**src/rtl/x_mem_arb.sv**
```systemverilog
// Two-requester memory arbiter with alternating priority and a per-transfer
// timeout that completes a stalled transfer with an error flag.
module x_mem_arb #(
  parameter int unsigned TIMEOUT = 1024
) (
  input  logic        i_clk,
  input  logic        i_nrst,
  input  logic        i_m0_valid,
  input  logic        i_m0_rnw,
  input  logic [31:0] i_m0_addr,
  input  logic [31:0] i_m0_data,
  output logic        o_m0_accept,
  output logic [31:0] o_m0_data,
  output logic        o_m0_err,
  input  logic        i_m1_valid,
  input  logic        i_m1_rnw,
  input  logic [31:0] i_m1_addr,
  input  logic [31:0] i_m1_data,
  output logic        o_m1_accept,
  output logic [31:0] o_m1_data,
  output logic        o_m1_err,
  output logic        o_valid,
  output logic        o_rnw,
  output logic [31:0] o_addr,
  output logic [31:0] o_data,
  input  logic        i_accept,
  input  logic [31:0] i_data
);

  typedef enum logic [1:0] {IDLE, BUSY0, BUSY1} state_e;

  localparam logic [15:0] CntLast = 16'(TIMEOUT - 1);

  state_e      state_q, state_d;
  logic        prio_q, prio_d;
  logic [15:0] cnt_q, cnt_d;

  logic        sel;
  logic        busy;
  logic        req_valid;
  logic        req_rnw;
  logic [31:0] req_addr;
  logic [31:0] req_data;
  logic        done;
  logic        err;
  logic [31:0] rsp_data;

  // Outputs are forced idle while reset is held so an abandoned transfer
  // can never produce an accept pulse in the reset cycle itself.
  assign sel       = (state_q == BUSY1);
  assign busy      = i_nrst && (state_q == BUSY0 || state_q == BUSY1);
  assign req_valid = sel ? i_m1_valid : i_m0_valid;
  assign req_rnw   = sel ? i_m1_rnw   : i_m0_rnw;
  assign req_addr  = sel ? i_m1_addr  : i_m0_addr;
  assign req_data  = sel ? i_m1_data  : i_m0_data;
  assign done      = busy && req_valid && (i_accept || cnt_q == CntLast);
  assign err       = done && !i_accept;
  assign rsp_data  = err ? 32'd0 : i_data;

  // NOTE: every signal driven here gets a default first so no path through
  // the case statement leaves it unassigned and infers a latch.
  always_comb begin
    state_d     = state_q;
    prio_d      = prio_q;
    cnt_d       = cnt_q;
    o_valid     = 1'b0;
    o_rnw       = 1'b0;
    o_addr      = 32'd0;
    o_data      = 32'd0;
    o_m0_accept = 1'b0;
    o_m0_err    = 1'b0;
    o_m0_data   = 32'd0;
    o_m1_accept = 1'b0;
    o_m1_err    = 1'b0;
    o_m1_data   = 32'd0;

    case (state_q)
      IDLE: begin
        if (i_m0_valid && (!i_m1_valid || !prio_q)) begin
          state_d = BUSY0;
          cnt_d   = 16'd0;
        end else if (i_m1_valid) begin
          state_d = BUSY1;
          cnt_d   = 16'd0;
        end
      end
      BUSY0, BUSY1: begin
        if (!req_valid) begin
          state_d = IDLE;
        end else if (done) begin
          state_d = IDLE;
          prio_d  = ~sel;
        end else if (cnt_q != 16'hFFFF) begin
          cnt_d = cnt_q + 16'd1;
        end
      end
      default: state_d = IDLE;
    endcase

    if (busy) begin
      o_valid = req_valid;
      o_rnw   = req_rnw;
      o_addr  = req_addr;
      o_data  = req_data;
    end

    if (done && !sel) begin
      o_m0_accept = 1'b1;
      o_m0_err    = err;
      o_m0_data   = rsp_data;
    end
    if (done && sel) begin
      o_m1_accept = 1'b1;
      o_m1_err    = err;
      o_m1_data   = rsp_data;
    end
  end

  // NOTE: state registers use non-blocking assignments so every flop samples
  // the pre-edge value of the others, independent of statement order.
  always_ff @(posedge i_clk) begin
    if (!i_nrst) begin
      state_q <= IDLE;
      prio_q  <= 1'b0;
      cnt_q   <= 16'd0;
    end else begin
      state_q <= state_d;
      prio_q  <= prio_d;
      cnt_q   <= cnt_d;
    end
  end

endmodule

```
**config.mk**
```make
export PLATFORM = sky130hd
export DESIGN_NAME = x_mem_arb
export DESIGN_NICKNAME = d
export VERILOG_FILES = /design/src/rtl/x_mem_arb.sv
export SDC_FILE = /design/constraint.sdc
export NUM_CORES = 1
export LEC_CHECK = 0
export ABC_CLOCK_PERIOD_IN_PS = 6200
export CORE_AREA = 8 8 112 114
export DETAILED_ROUTE_END_ITERATION = 12
export DIE_AREA = 0 0 120 122
export GPL_TIMING_DRIVEN = 0
export PLACE_DENSITY = 0.74
export SYNTH_ARGS = -nofsm -noshare
export SYNTH_HDL_FRONTEND = slang
export SYNTH_SLANG_ARGS = --single-unit
```
**constraint.sdc**
```tcl
create_clock -name i_clk -period 6.2 [get_ports i_clk]
set_input_delay 1.55 -clock i_clk [delete_from_list [all_inputs] [get_ports i_clk]]
set_output_delay 1.55 -clock i_clk [all_outputs]
set_load 0.02 [all_outputs]
```
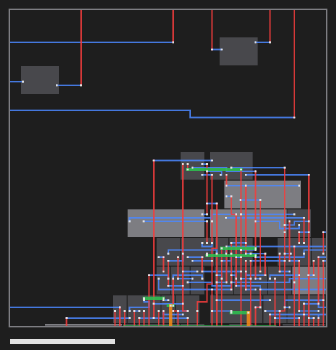
(run_1/zoom.png)
The bar under the picture is 10 um long. Region (45, 46) to (75, 76) um. Cells in grey, sequential cells in the stronger grey; small squares are vias.
met3: marked green. met4: marked orange. met1: marked blue. met2: marked red.
Netlist names of flops here include cnt_q (3). Sequential cells in the window: 3. 26 logic cells have their middle in the window.

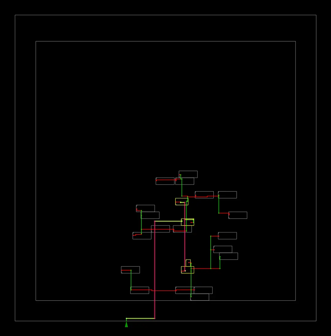
(run_1/final_clocks.png)
clock latency on the worst-skew pair: 0.26 ns
Clock Power: 0.0895 mW
clk sinks: 19

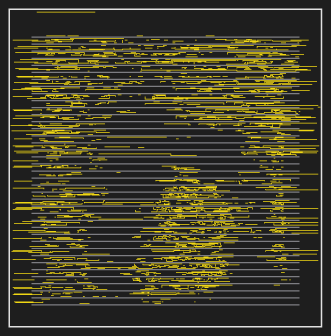
(run_1/met1.png)
Supply wires on this layer in grey.
The layer holds 36% of the routed length. The wires run mostly horizontal. 755 nets have wire on it. The longest straight run is 42.3 um.
met1 usage: 0.208
total number of vias: 3887

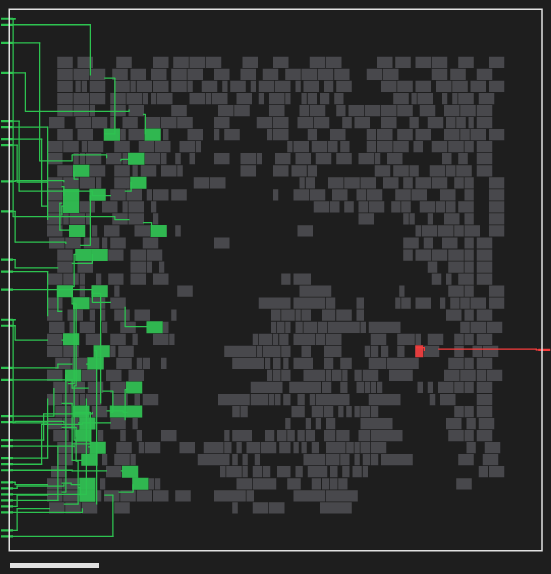
(run_1/port_nets.png)
The bar under the picture is 20 um long.
i_m0_data: marked green, direction input, end cells 32, wire 1080 um. o_m0_err: marked red, direction output, end cells 1, wire 25.5 um.
port bufs: 299
io pins: 301

==> run_results.csv, run 1 <==
group,metric,value,unit
finish,dominant_cells,"buffers",
pwr,power.group.top,"combinational cells",
synthesis,synth-simple-area-share,0.418,
synthesis,ys_sh_xor,0,
critical_path,path_cells,"clkdlybuf4s50_1, mux2i_1, nor2_1, nand2_1, nor2_1, clkbuf_1, and2_1, clkdlybuf4s50_1",
flow_run,tool_warnings,27,
outcome,outcome,"finished, final reports clean",
floorplan,die_w,120,um
place,gp_congestion,0.924,
synthesis,synth_cell_type_count,50,
sta,fmax,0.180,GHz
synthesis,top_area_frac,0.258,
critical_path,crit_type,"in -> out",
pwr,p_per_area,134,mW/mm2
synthesis,logic_family,"simple AND/OR/NAND/NOR gates",
critical_path,r2r-end,"cnt_q[13]",
detailed_routing,drcViolationCount,0,
floorplan,core_area,0.0107,mm2
critical_path,crit_buf_inv,3,
synthesis,common_cells,"nor2_1 (74), mux2i_1 (68), and2_1 (64), nand2_1 (24)",
synthesis,mux_share,0.258,
synthesis,ys_cells,372,
pwr,switchingPower,0.335,mW
synthesis,syn_inst,372,
synthesis,synth_area_per_cell,7.10,um2
floorplan,die.size.y,122,um
synthesis,yosys_warnings,0,
pwr,p_clk_frac,0.114,
finish,final_util,0.547,
pwr,seqPwrFrac,0.171,
sta,hold_viol,0,
detailed_routing,wl_met1,5.92,mm
synthesis,async_flop_share,0,
global_route,grt_max_degree,12,
synthesis,adder_share,0.0142,
finish,top_regs,"cnt_q: 16 flops, state_q: 2 flops, prio_q: 1 flops",
sta,grt_setup_unrepaired,"no",
finish,nets,846,
sta,drv_slew,0,
finish,clkCellAreaFrac,0.00791,
finish,logic_area,0.00210,mm2
synthesis,ys.flop_type,"dfxtp_1",
sta,fin_crit_sh,0.897,
global_route,use_met2,0.403,
place,detailed_place.area,0.00581,mm2
clocking,cts-root-buf,"clkbuf_8",
pwr,ir_drop,0.0000828,V
finish,seq_area,380,um2
critical_path,cp-start-kind,"primary input",
detailed_routing,met3_length,1.53,mm
floorplan,taps,140,
pwr,power.total,0.784,mW
critical_path,reg2reg_from,"state_q[0]",
clocking,postCtsHoldBufs,0,
finish,antenna_cells,0,
pwr,swShare,0.427,
sta,setup_violations,0,
clocking,cts_buffer_depth,2,
sta,fin_skew,0.00447,ns
clocking,path_clk_slew,0.07,ns
worst_hold_path,worstHoldPathCells,2,
place,place_hpwl,14.5,mm
sta,setup_ws,0.638,ns
finish,area_share_nonclk_buffers,0.534,
critical_path,rr_worst_depth,9,
sta,worst_hold_slack,0.475,ns
critical_path,crit_arrival,4.01,ns
critical_path,cpPeakStageDelay,0.64,ns
critical_path,crit_path_max_fanout,10,
finish,finish.instance_area,0.00586,mm2
## run 1: layout by cell type, fill, tap and decap left out, drive strengths merged, types with 2 or more instances in the layout
cell type / netlist / final
or2: 4 / 4
nor3: 8 / 8
a2bb2oi: 2 / 2
nor2: 76 / 76
mux2i: 68 / 68
clkbuf: 19 / 22
nand3: 9 / 9
a31oi: 5 / 5
nand2b: 2 / 2
inv: 7 / 7
o21a: 3 / 3
o21ai: 8 / 8
a21oi: 4 / 4
buf: 9 / 9
and4: 2 / 2
ha: 3 / 3
a311oi: 3 / 3
nand2: 24 / 24
o221a: 3 / 3
a32o: 4 / 4
and2: 64 / 64
or3: 2 / 2
clkinv: 1 / 2
dfxtp: 19 / 19
nand4: 8 / 8
nor4: 4 / 4
clkdlybuf4s50: 0 / 299
or4: 2 / 2
--- run 2 (diff from run 1) ---
Settings changed: CTS_CLUSTER_SIZE from default to 28.
==> run_results.csv, run 2 <==
group,metric,value,unit
clocking,clock_sinks,19,
detailed_routing,drt-pass1-iter-count,5,
finish,sh_comb_area,0.358,
synthesis,adder_share,0.0142,
sta,setup_ws,0.638,ns
place,gp_congestion,0.924,
critical_path,cp-start-kind,"primary input",
finish,nets,846,
clocking,cts_buffer_depth,2,
critical_path,crit_arrival,4.01,ns
sta,setup_violations,0,
synthesis,synth_area_per_cell,7.10,um2
floorplan,core_area,0.0107,mm2
sta,grt_setup_unrepaired,"no",
synthesis,async_flop_share,0,
pwr,p_per_area,134,mW/mm2
finish,finish.instance_area,0.00586,mm2
critical_path,path_cells,"clkdlybuf4s50_1, mux2i_1, nor2_1, nand2_1, nor2_1, clkbuf_1, and2_1, clkdlybuf4s50_1",
pwr,p_leak,2.06,nW
critical_path,r2r-end,"cnt_q[13]",
finish,top_regs,"cnt_q: 16 flops, state_q: 2 flops, prio_q: 1 flops",
finish,largest_reg_flops,16,
synthesis,ys_sh_xor,0,
critical_path,r2r_slack,3.78,ns
clocking,path_clk_slew,0.07,ns
detailed_routing,via_per_inst,4.77,
place,detailed_place.area,0.00581,mm2
synthesis,common_cells,"nor2_1 (74), mux2i_1 (68), and2_1 (64), nand2_1 (24)",
clocking,cts-root-buf,"clkbuf_8",
sta,fmax,0.180,GHz
finish,clkCellAreaFrac,0.00791,
floorplan,core.rowCount,38,
place,port_buffers,299,
synthesis,ys_cells,372,
sta,drv_slew,0,
worst_hold_path,hold_path.class,"reg -> reg",
synthesis,yosys_warnings,0,
detailed_routing,num_vias,3887,
worst_hold_path,worstHoldPathCells,2,
floorplan,taps,140,
clocking,cts_resized,0,
global_route,use_met2,0.403,
finish,logic_area,0.00210,mm2
sta,fin_crit_sh,0.897,
global_route,use_met1,0.208,
sta,hold_viol,0,
clocking,clk_latency,0.26,ns
finish,seq_area,380,um2
floorplan,die.size.y,122,um
finish,lay_top_cells,"clkdlybuf4s50_1 (299), nor2_1 (74), mux2i_1 (68), and2_1 (64), nand2_1 (24)",
floorplan,pin_count,301,
finish,lay_top_count,"clkdlybuf4s50_1",
detailed_routing,wl_met1,5.92,mm
detailed_routing,drtIter0Drc,209,
synthesis,syn_inst,372,
critical_path,crit_cells,8,
clocking,postCtsHoldBufs,0,
critical_path,cpPeakStageDelay,0.64,ns
sta,fin_skew,0.00447,ns
floorplan,fp_util,0.247,
flow_run,tool_warnings,27,
outcome,outcome,"finished, final reports clean",
synthesis,ys.flop_type,"dfxtp_1",
critical_path,rr_worst_depth,9,
synthesis,top_area_frac,0.258,
critical_path,crit_type,"in -> out",
global_route,grt_pass1_wl,23.4,mm
global_route,grt_max_degree,12,
detailed_routing,met3_length,1.53,mm
finish,antenna_cells,0,
finish,area_share_nonclk_buffers,0.534,
critical_path,crit_buf_inv,3,
synthesis,synthAoiAreaFrac,0.104,
finish,dominant_cells,"buffers",
clocking,cts-htree-levels,1,
synthesis,synth_cell_type_count,50,
place,place_hpwl,14.5,mm
synthesis,logic_family,"simple AND/OR/NAND/NOR gates",
detailed_routing,drcViolationCount,0,
synthesis,synth-simple-area-share,0.418,
global_route,grt_overflow,0,
critical_path,reg2reg_from,"state_q[0]",
finish,n_all_inverters,8,
floorplan,die_w,120,um
pwr,ir_drop,0.0000828,V
synthesis,mux_share,0.258,
critical_path,crit_path_max_fanout,10,
==> run 2: through the flow <==
| step | instances | power (mW) | util | hold WS [ns] |
|---|---|---|---|---|
| final | 815 | 0.784 | 0.547 | 0.475 |
| after global routing | 815 | 0.829 | 0.547 | 0.506 |
| after CTS | 815 | 0.790 | 0.547 | 0.477 |
| after detailed placement | 811 | 0.701 | 0.543 | 0.463 |
| after global placement | 811 | 0.693 | 0.543 | 0.449 |
| after floorplan | 372 | 0.419 | - | 0.435 |
==> run 2: report_power, final <==
group	switching [mW]	total, mW	internal [mW]
Combinational	0.284	0.561	0.277
Sequential	0.00603	0.134	0.128
Clock	0.0447	0.0895	0.0448
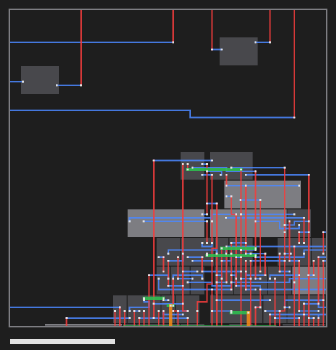
(run_2/zoom.png)
The bar under the picture is 10 um long. Region (45, 46) to (75, 76) um. Cells in grey, sequential cells in the stronger grey; small squares are vias.
met3: marked green. met1: marked blue. met2: marked red. met4: marked orange.
Netlist names of flops here include cnt_q (3). 26 logic cells have their middle in the window. Sequential cells in the window: 3.

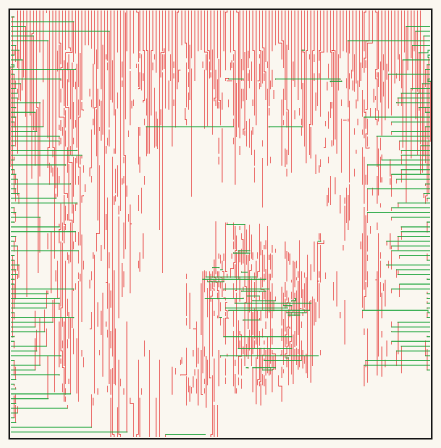
(run_2/metal_stack.png)
Two of the layers only.
met3: marked green, wire length 1530 um. met2: marked red, wire length 8770 um.
overall routing resource usage: 0.203
WL final: 16.4 mm
Routed WL per cell: 20.1 um

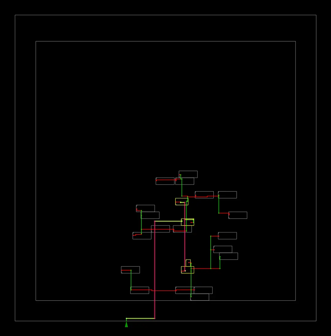
(run_2/final_clocks.png)
sequential cell count: 19
clk_buf instances: 3

--- run 3 (diff from run 2) ---
Settings changed: TNS_END_PERCENT from default to 10.
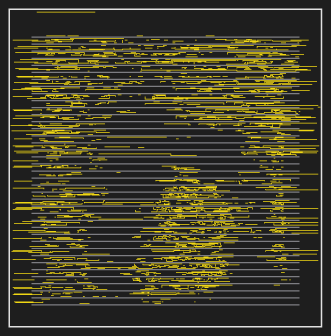
(run_3/met1.png)
Supply wires on this layer in grey.
The wires run mostly horizontal. The longest straight run is 42.3 um. 755 nets have wire on it. The layer carries 5920 um of wire. The layer holds 36% of the routed length.

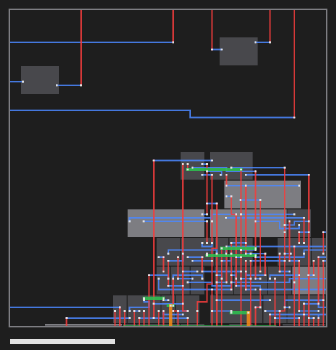
(run_3/zoom.png)
The bar under the picture is 10 um long. Region (45, 46) to (75, 76) um. Cells in grey, sequential cells in the stronger grey; small squares are vias.
met3: marked green. met4: marked orange. met1: marked blue. met2: marked red.
Netlist names of flops here include cnt_q (3). 26 logic cells have their middle in the window. Sequential cells in the window: 3.

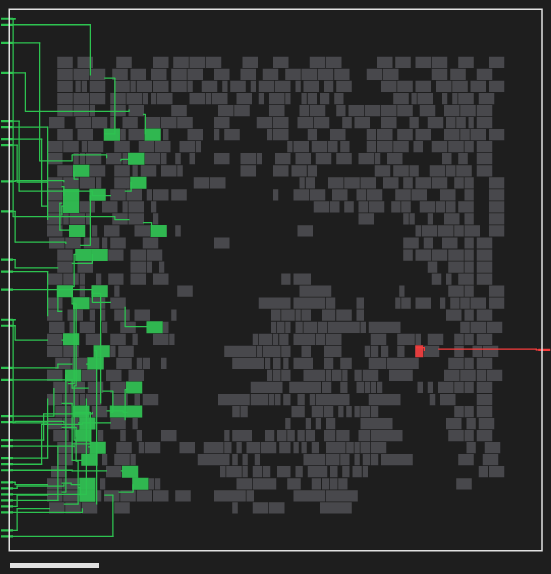
(run_3/port_nets.png)
The bar under the picture is 20 um long.
o_m0_err: marked red, direction output, end cells 1, wire 25.5 um. i_m0_data: marked green, direction input, end cells 32, wire 1080 um.

==> run_results.csv, run 3 <==
group,metric,value,unit
outcome,outcome,"finished, final reports clean",
floorplan,core.rowCount,38,
detailed_routing,wl,16.4,mm
synthesis,synth-simple-area-share,0.418,
detailed_routing,drcViolationCount,0,
synthesis,synth_cell_type_count,50,
sta,drv_slew,0,
pwr,power.total,0.784,mW
detailed_routing,num_vias,3887,
synthesis,yosys_warnings,0,
detailed_routing,drtIter0Drc,209,
critical_path,rr_worst_depth,9,
critical_path,cp-start-kind,"primary input",
finish,area_share_nonclk_buffers,0.534,
detailed_routing,via_per_inst,4.77,
synthesis,async_flop_share,0,
sta,grt_setup_unrepaired,"no",
finish,numSequentialCells,19,
critical_path,crit_buf_inv,3,
synthesis,syn_inst,372,
global_route,grt_overflow,0,
floorplan,die_w,120,um
clocking,cts-htree-levels,1,
clocking,clk_latency,0.26,ns
sta,fin_crit_sh,0.897,
place,port_buffers,299,
finish,clkCellAreaFrac,0.00791,
worst_hold_path,hold_path.class,"reg -> reg",
sta,hold_viol,0,
synthesis,synth_area_per_cell,7.10,um2
floorplan,taps,140,
place,gp_congestion,0.924,
critical_path,cpPeakStageDelay,0.64,ns
finish,nets,846,
floorplan,fp_util,0.247,
synthesis,ys_cells,372,
critical_path,crit_path_max_fanout,10,
sta,fin_skew,0.00447,ns
pwr,pg_seq,0.134,mW
synthesis,ys.flop_type,"dfxtp_1",
clocking,clock_sinks,19,
critical_path,crit_cells,8,
floorplan,pin_count,301,
finish,largest_reg_flops,16,
sta,setup_violations,0,
clocking,cts_resized,0,
global_route,use_met2,0.403,
pwr,seqPwrFrac,0.171,
detailed_routing,met3_length,1.53,mm
synthesis,synthAoiAreaFrac,0.104,
detailed_routing,wl_per_cell,20.1,um
finish,top_regs,"cnt_q: 16 flops, state_q: 2 flops, prio_q: 1 flops",
floorplan,die.size.y,122,um
synthesis,logic_family,"simple AND/OR/NAND/NOR gates",
worst_hold_path,worstHoldPathCells,2,
synthesis,ys_sh_xor,0,
clocking,postCtsHoldBufs,0,
pwr,p_comb,0.561,mW
clocking,cts_buffer_depth,2,
finish,seq_area,380,um2
global_route,grt_pass1_wl,23.4,mm
synthesis,common_cells,"nor2_1 (74), mux2i_1 (68), and2_1 (64), nand2_1 (24)",
place,place_hpwl,14.5,mm
pwr,p_per_area,134,mW/mm2
critical_path,r2r-end,"cnt_q[13]",
critical_path,reg2reg_from,"state_q[0]",
finish,lay_top_count,"clkdlybuf4s50_1",
finish,dominant_cells,"buffers",
finish,n_all_inverters,8,
pwr,ir_drop,0.0000828,V
finish,clock_buffers,3,
global_route,grt_max_degree,12,
global_route,track_usage,0.203,
pwr,p_int,0.450,mW
pwr,switchingPower,0.335,mW
floorplan,core_area,0.0107,mm2
finish,lay_top_cells,"clkdlybuf4s50_1 (299), nor2_1 (74), mux2i_1 (68), and2_1 (64), nand2_1 (24)",
critical_path,crit_arrival,4.01,ns
pwr,swShare,0.427,
critical_path,r2r_slack,3.78,ns
flow_run,tool_warnings,27,
finish,antenna_cells,0,
finish,logic_area,0.00210,mm2
pwr,combPwrFrac,0.715,
[run 3: cell counts after synthesis]
Identical to the previous run, type by type.
[run 3: stage by stage]
| stage | std cells | util | instance area (um2) | hold WS [ns] | setup WS (ns) |
|---|---|---|---|---|---|
| finish | 815 | 0.547 | 5860 | 0.475 | 0.638 |
| detailed placement | 811 | 0.543 | 5810 | 0.463 | 0.647 |
| global placement | 811 | 0.543 | 5810 | 0.449 | 0.656 |
| CTS | 815 | 0.547 | 5860 | 0.477 | 0.640 |
| global route | 815 | 0.547 | 5860 | 0.506 | 0.440 |
| floorplan | 372 | - | 2640 | 0.435 | 1.49 |
No activity file was given, so power comes from the tool's default toggle rates.
